run_1/placement.png
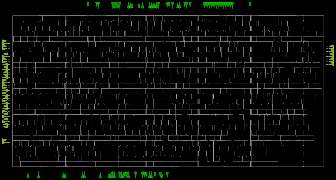
run_1/cell_density.png
The die is cut into 17 by 9 equal tiles; white is low, dark blue is high, 0 to 100% covered.
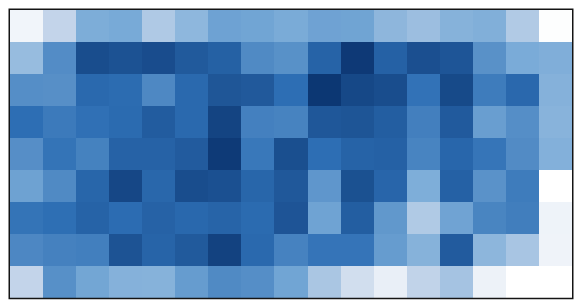
run_1/flops_by_reg.png
Other sequential cells in the stronger grey, the rest of the logic in the fainter grey.
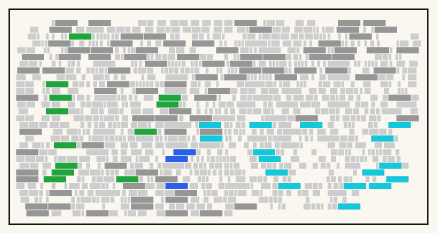
## src/rtl/dac_scan_sequencer.sv

```systemverilog
// dac_scan_sequencer
//   Steps a DAC through a code ramp. For each point it loads the code into the
//   DAC master, waits for the load acknowledge, lets the output settle, opens a
//   counter gate window and reports the completed point. The scan ends when the
//   next code would pass the stop code or the top of the code range.
//
// Ports
//   clk          single clock for all logic
//   nres         asynchronous active-low reset
//   cfg_start    first scan code
//   cfg_stop     last allowed scan code
//   cfg_step     code increment (0 gives a single point)
//   cfg_settle   DAC settle cycles (0 treated as 1)
//   cfg_gate     counter gate cycles (0 treated as 1)
//   cmd_start    one-cycle scan start request (IDLE only)
//   cmd_abort    one-cycle abort request (wins over cmd_start)
//   dac_code     code presented to the DAC master
//   dac_req      one-cycle DAC load request
//   dac_ack      DAC load complete pulse
//   gate         counter enable window
//   point_valid  one-cycle pulse for a completed point
//   point_code   code of the completed point
//   point_idx    zero-based point index
//   busy         scan in progress
//   done         one-cycle pulse on normal scan completion
//   err          sticky ack-timeout flag, cleared by the next accepted start
module dac_scan_sequencer #(
    parameter int CODE_W      = 12,
    parameter int TIME_W      = 16,
    parameter int ACK_TIMEOUT = 1024
) (
    input  logic              clk,
    input  logic              nres,
    input  logic [CODE_W-1:0] cfg_start,
    input  logic [CODE_W-1:0] cfg_stop,
    input  logic [CODE_W-1:0] cfg_step,
    input  logic [TIME_W-1:0] cfg_settle,
    input  logic [TIME_W-1:0] cfg_gate,
    input  logic              cmd_start,
    input  logic              cmd_abort,
    output logic [CODE_W-1:0] dac_code,
    output logic              dac_req,
    input  logic              dac_ack,
    output logic              gate,
    output logic              point_valid,
    output logic [CODE_W-1:0] point_code,
    output logic [CODE_W-1:0] point_idx,
    output logic              busy,
    output logic              done,
    output logic              err
);

    // One shared timer serves the ack timeout and the settle/gate windows.
    localparam int ACK_W = $clog2(ACK_TIMEOUT + 1);
    localparam int TMR_W = (TIME_W > ACK_W) ? TIME_W : ACK_W;

    typedef enum logic [2:0] {
        IDLE, LOAD, WAIT_ACK, SETTLE, GATE, REPORT, NEXT
    } state_t;

    state_t            state, state_n;
    logic [TMR_W-1:0]  timer, timer_n, timer_inc;
    logic [CODE_W-1:0] stop_l, stop_n;
    logic [CODE_W-1:0] step_l, step_n;
    logic [TIME_W-1:0] settle_l, settle_n;
    logic [TIME_W-1:0] gate_l, gate_n;
    logic [CODE_W-1:0] dac_code_n, point_code_n, point_idx_n;
    logic              done_n, err_n;
    logic [CODE_W:0]   sum;

    function automatic logic [TIME_W-1:0] at_least_one(input logic [TIME_W-1:0] v);
        return (v == '0) ? TIME_W'(1) : v;
    endfunction

    always_ff @(posedge clk or negedge nres) begin
        if (!nres) begin
            state       <= IDLE;
            timer       <= '0;
            stop_l      <= '0;
            step_l      <= '0;
            settle_l    <= '0;
            gate_l      <= '0;
            dac_code    <= '0;
            dac_req     <= 1'b0;
            gate        <= 1'b0;
            point_valid <= 1'b0;
            point_code  <= '0;
            point_idx   <= '0;
            busy        <= 1'b0;
            done        <= 1'b0;
            err         <= 1'b0;
        end else begin
            state       <= state_n;
            timer       <= timer_n;
            stop_l      <= stop_n;
            step_l      <= step_n;
            settle_l    <= settle_n;
            gate_l      <= gate_n;
            dac_code    <= dac_code_n;
            point_code  <= point_code_n;
            point_idx   <= point_idx_n;
            done        <= done_n;
            err         <= err_n;
            // Strobes are registered copies of the state being entered, so
            // they line up exactly with the cycles spent in that state.
            dac_req     <= (state_n == LOAD);
            gate        <= (state_n == GATE);
            point_valid <= (state_n == REPORT);
            busy        <= (state_n != IDLE);
        end
    end

    always_comb begin
        state_n      = state;
        timer_n      = timer;
        stop_n       = stop_l;
        step_n       = step_l;
        settle_n     = settle_l;
        gate_n       = gate_l;
        dac_code_n   = dac_code;
        point_code_n = point_code;
        point_idx_n  = point_idx;
        done_n       = 1'b0;
        err_n        = err;
        timer_inc    = timer + TMR_W'(1);
        // Extra bit catches overflow past the top code.
        sum          = {1'b0, dac_code} + {1'b0, step_l};

        case (state)
            IDLE: begin
                if (cmd_start && !cmd_abort) begin
                    stop_n      = cfg_stop;
                    step_n      = cfg_step;
                    settle_n    = at_least_one(cfg_settle);
                    gate_n      = at_least_one(cfg_gate);
                    dac_code_n  = cfg_start;
                    point_idx_n = '0;
                    err_n       = 1'b0;
                    timer_n     = '0;
                    state_n     = LOAD;
                end
            end
            LOAD: begin
                timer_n = '0;
                state_n = WAIT_ACK;
            end
            WAIT_ACK: begin
                if (dac_ack) begin
                    timer_n = '0;
                    state_n = SETTLE;
                end else if (timer_inc == TMR_W'(ACK_TIMEOUT)) begin
                    err_n   = 1'b1;
                    timer_n = '0;
                    state_n = IDLE;
                end else begin
                    timer_n = timer_inc;
                end
            end
            SETTLE: begin
                if (timer_inc == TMR_W'(settle_l)) begin
                    timer_n = '0;
                    state_n = GATE;
                end else begin
                    timer_n = timer_inc;
                end
            end
            GATE: begin
                if (timer_inc == TMR_W'(gate_l)) begin
                    timer_n      = '0;
                    point_code_n = dac_code;
                    state_n      = REPORT;
                end else begin
                    timer_n = timer_inc;
                end
            end
            REPORT: begin
                state_n = NEXT;
            end
            NEXT: begin
                if ((step_l == '0) || (sum > {1'b0, stop_l}) || sum[CODE_W]) begin
                    done_n  = 1'b1;
                    state_n = IDLE;
                end else begin
                    dac_code_n  = sum[CODE_W-1:0];
                    point_idx_n = point_idx + CODE_W'(1);
                    state_n     = LOAD;
                end
            end
            default: begin
                state_n = IDLE;
            end
        endcase

        // Abort overrides whatever the active state decided; reported data holds.
        if ((state != IDLE) && cmd_abort) begin
            state_n      = IDLE;
            timer_n      = '0;
            done_n       = 1'b0;
            err_n        = err;
            dac_code_n   = dac_code;
            point_code_n = point_code;
            point_idx_n  = point_idx;
        end
    end

endmodule

```

## config.mk

```make
export PLATFORM = sky130hd
export DESIGN_NAME = dac_scan_sequencer
export DESIGN_NICKNAME = d
export VERILOG_FILES = /design/src/rtl/dac_scan_sequencer.sv
export SDC_FILE = /design/constraint.sdc
export NUM_CORES = 1
export LEC_CHECK = 0
export CAP_MARGIN = 20
export CORE_ASPECT_RATIO = 0.5
export CORE_MARGIN = 2
export CORE_UTILIZATION = 55
export DETAILED_ROUTE_END_ITERATION = 6
export GPL_TIMING_DRIVEN = 0
export PLACE_DENSITY = 0.81
export SLEW_MARGIN = 20
export SYNTH_ARGS = -nofsm -noshare
export SYNTH_HDL_FRONTEND = slang
export SYNTH_SLANG_ARGS = --single-unit
```

## constraint.sdc

```tcl
create_clock -name clk -period 5.4 [get_ports clk]
set_input_delay 0.54 -clock clk [delete_from_list [all_inputs] [get_ports clk]]
set_output_delay 0.54 -clock clk [all_outputs]
set_load 0.03 [all_outputs]
```

==> ci_impl_report.md, run 1 <==
### Flow metrics

| Metric | Value |
|---|---|
| Combinational gates | `~630` |
| Worst-Margin Slew | `0.731 ns` |
| N_taps | `about 170` |
| Crit path DRT | `between 5 and 6 ns` |
| First-pass GRT wire length | `between 30000 and 40000 um` |
| Startpoint Class | `register` |
| Critical Path, Cell by Cell | `ha_1 > a21o_1 > a21o_1 > a21oi_1 > o21ai_0 > a41oi_1 > nor2b_1 > xnor2_1 > ha_1 > nand3_1 > or4_1 > o211a_1 > a211oi_4 > a221oi_1 > nand4b_4 > buf_6 > or3_1 > a21oi_1` |
| Slew margin rel. | `0.508` |
| Synth warn | `0` |
| Layout Skew | `slightly below 0.009 ns` |
| Synth cell types | `roughly 74` |
| Outcome | `finished, final reports clean` |
| WS Path Type | `register to register` |
| Post-route DRC | `0` |
| Dominant logic cell types in the final layout | `191 x nand2_1, 117 x dfrtp_1, 113 x clkdlybuf4s50_1, 53 x o21ai_0, 40 x a21oi_1` |
| Clock Tree Root | `clkbuf_16` |
| Placement Rows | `29` |
| Placement Setup Slack | `0.164 ns` |
| Clk_lat worst skew | `~0.42 ns` |
| Final Hold Vio Count | `0` |
| Crit share post-route | `0.954` |
| Logic area | `4070 um^2` |
| Worst setup path endpoint | `point_idx[4]` |
| Seq share, synth | `0.401` |
| Routing usage on met2 | `0.536` |
| Count leader, synth | `nand2_1` |
| Synth Net Count | `917` |
| Non-clock buffers | `approximately 160` |
| Post-synth regs | `roughly 120` |
| Compound Share, Synth | `0.156` |
| Switch share | `0.425` |
| Clk cell area share | `0.0608` |
| Max capacitance violation total | `0` |
| Power Dens Cells | `around 510 nW/um^2` |
| Post-synth mux share | `0.0398` |
| Number of enable flip-flop cells | `0` |
| Num Clock Sinks | `around 120` |
| WP data arrival | `~5.5 ns` |
| Via density | `between 6 and 7` |
| Flip-flops | `between 100 and 150` |
| Leakage | `4.17 nW` |
| Top comb family, area | `simple AND/OR/NAND/NOR gates` |
| H-tree depth | `4` |
| Worst setup margin | `between 0.2 and 0.3 ns` |
| Seq/total area | `0.316` |
| VDD IR max | `around 0.00032 V` |
| Delay-heaviest family, CP | `AND-OR/OR-AND gates` |
| Top-area cell type share of the netlist area | `0.401` |
About placement.png:
final non-filler cell total: 1134
final design utilization: 0.723
fillcell total: 957

About cell_density.png:
- emptiest ninth of the die: lower right
- nearly empty tiles: 2.6%
- fullest tile: 97%
- mean over tiles: 64%
Initial Util: 0.570
Core Footprint: 12800 um^2

About flops_by_reg.png:
- blue: `state` (sequential cells 3)
- cyan: `timer` (sequential cells 16)
- green: `dac_code` (sequential cells 12)
- not coloured: 86

-- run 1: power groups by stage --
stage | Combinational [W] | Clock [W] | Sequential [W]
floorplan | 0.00136 | 0 | 0.00142
global placement | 0.00195 | 0 | 0.00140
detailed placement | 0.00204 | 0 | 0.00141
CTS | 0.00209 | 0.00110 | 0.00140
global route | 0.00240 | 0.00114 | 0.00143
finish | 0.00218 | 0.00110 | 0.00141
-- run 1: metrics by stage --
step                      utilization  TNS, ns
after global routing            0.723        0
after CTS                       0.722        0
final                           0.723        0
after detailed placement        0.678        0
after global placement          0.675   -82.48
after floorplan                     -        0
-- run 1: timing repair --
action / CTS / global route
gates resized: 1 / 3
setup endpoints to repair: 1 / 12
hold buffers: 0 / 0
run_1/layer_met1.png
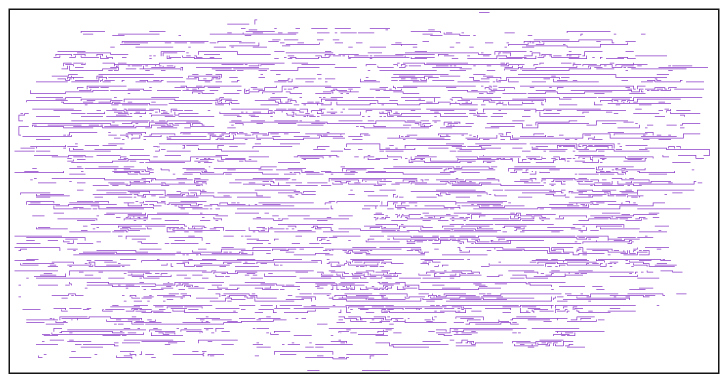

==> inputs of run 2 (changes only) <==
--- a/config.mk
+++ b/config.mk
@@ -8,10 +8,10 @@
 export CAP_MARGIN = 20
 export CORE_ASPECT_RATIO = 0.5
 export CORE_MARGIN = 2
-export CORE_UTILIZATION = 55
+export CORE_UTILIZATION = 50
 export DETAILED_ROUTE_END_ITERATION = 6
 export GPL_TIMING_DRIVEN = 0
-export PLACE_DENSITY = 0.81
+export PLACE_DENSITY = 0.75
 export SLEW_MARGIN = 20
 export SYNTH_ARGS = -nofsm -noshare
 export SYNTH_HDL_FRONTEND = slang
run_2/layer_met1.png
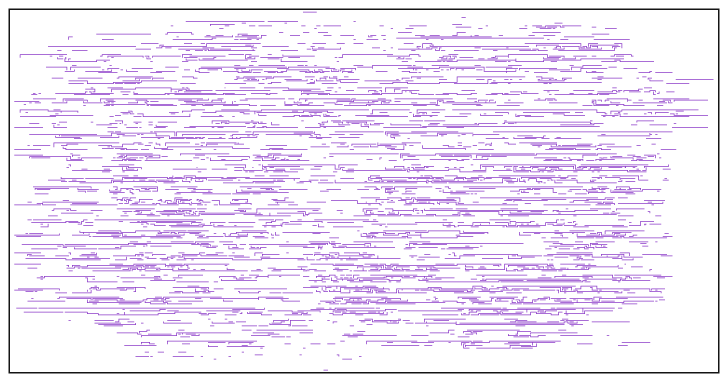
- wire length on this layer: 9790 um
- longest straight run: 53.4 um
- main direction: horizontal
met1 Use GR: 0.384
WL final: 21600 um
vias after detailed routing: 6735

==> run 2 against run 1 <==
Effect of this change: sequential power is essentially flat; global-route usage decreased by 3.0 points; maximum frequency rose by 1.1%; flip-flop count unchanged; synthesized cell count did not move; via count shrank 1.7%; clock skew grew 0.0036 ns; clock-buffer cell count is 1 higher; register-to-register slack better by 0.06 ns; total power rose by 1.5%; critical endpoint is now point_idx[10].
==> ci_impl_report.md, run 2 <==
### Flow metrics

| Metric | Value |
|---|---|
| Comb pwr | `0.00212 W` |
| H-tree depth | `4` |
| Top power group | `combinational cells` |
| PostCTS Resize Cnt | `0` |
| Combinational gates | `around 630` |
| Post-synth regs | `117` |
| Clock Tree Root | `clkbuf_16` |
| Clock-net power | `0.00124 W` |
| First-pass GRT wire length | `~34000 um` |
| Post-route DRC | `0` |
| Crit share post-route | `0.943` |
| Outcome | `finished, final reports clean` |
| WS Path Type | `register to register` |
| WP data arrival | `roughly 5.4 ns` |
| Delay-heaviest family, CP | `AND-OR/OR-AND gates` |
| Post-synth mux share | `0.0398` |
| Clk cell area share | `0.0681` |
| Compound Share, Synth | `0.156` |
| Dominant logic cell types in the final layout | `191 x nand2_1, 117 x dfrtp_1, 113 x clkdlybuf4s50_1, 53 x o21ai_0, 41 x a21oi_1` |
| Top comb family, area | `simple AND/OR/NAND/NOR gates` |
| Synth cell types | `about 74` |
| Count leader, synth | `nand2_1` |
| Power Dens Cells | `508 nW/um^2` |
| Startpoint Class | `register` |
run_2/cell_density.png
The die is cut into 17 by 9 equal tiles; white is low, dark blue is high, 0 to 100% covered.
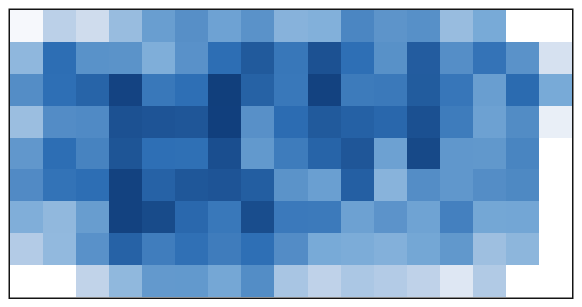
- fullest tile: 94%
- emptiest ninth of the die: lower right
- mean over tiles: 58%
- tiles over 75% full: 25%
- nearly empty tiles: 6.5%
Initial Util: 0.508
final design utilization: 0.652
Core Footprint: 14400 um^2

## run 2: cell counts after synthesis
Identical to the previous run, type by type.
## run 2: through the flow
step	worst slack, ns	area, um^2	TNS (ns)	cells
3_3_place_gp	-0.759	8680	-86.89	1129
2_1_floorplan	0.862	7300	0	817
6_report	0.307	9360	0	1162
5_1_grt	0.0656	9360	0	1162
3_5_place_dp	0.178	8710	0	1130
4_1_cts	0.106	9350	0	1162
## run 2: worst max-delay path by stage
stage,start,depth (start not counted),endpoint
final,dac_code[0],19,point_idx[10]
after global routing,dac_code[0],20,point_idx[4]
after CTS,dac_code[0],20,point_idx[4]
after detailed placement,dac_code[0],20,point_idx[4]
after global placement,nres,1,settle_l[2]
after floorplan,dac_code[0],18,point_idx[11]
No activity file was given, so power comes from the tool's default toggle rates.
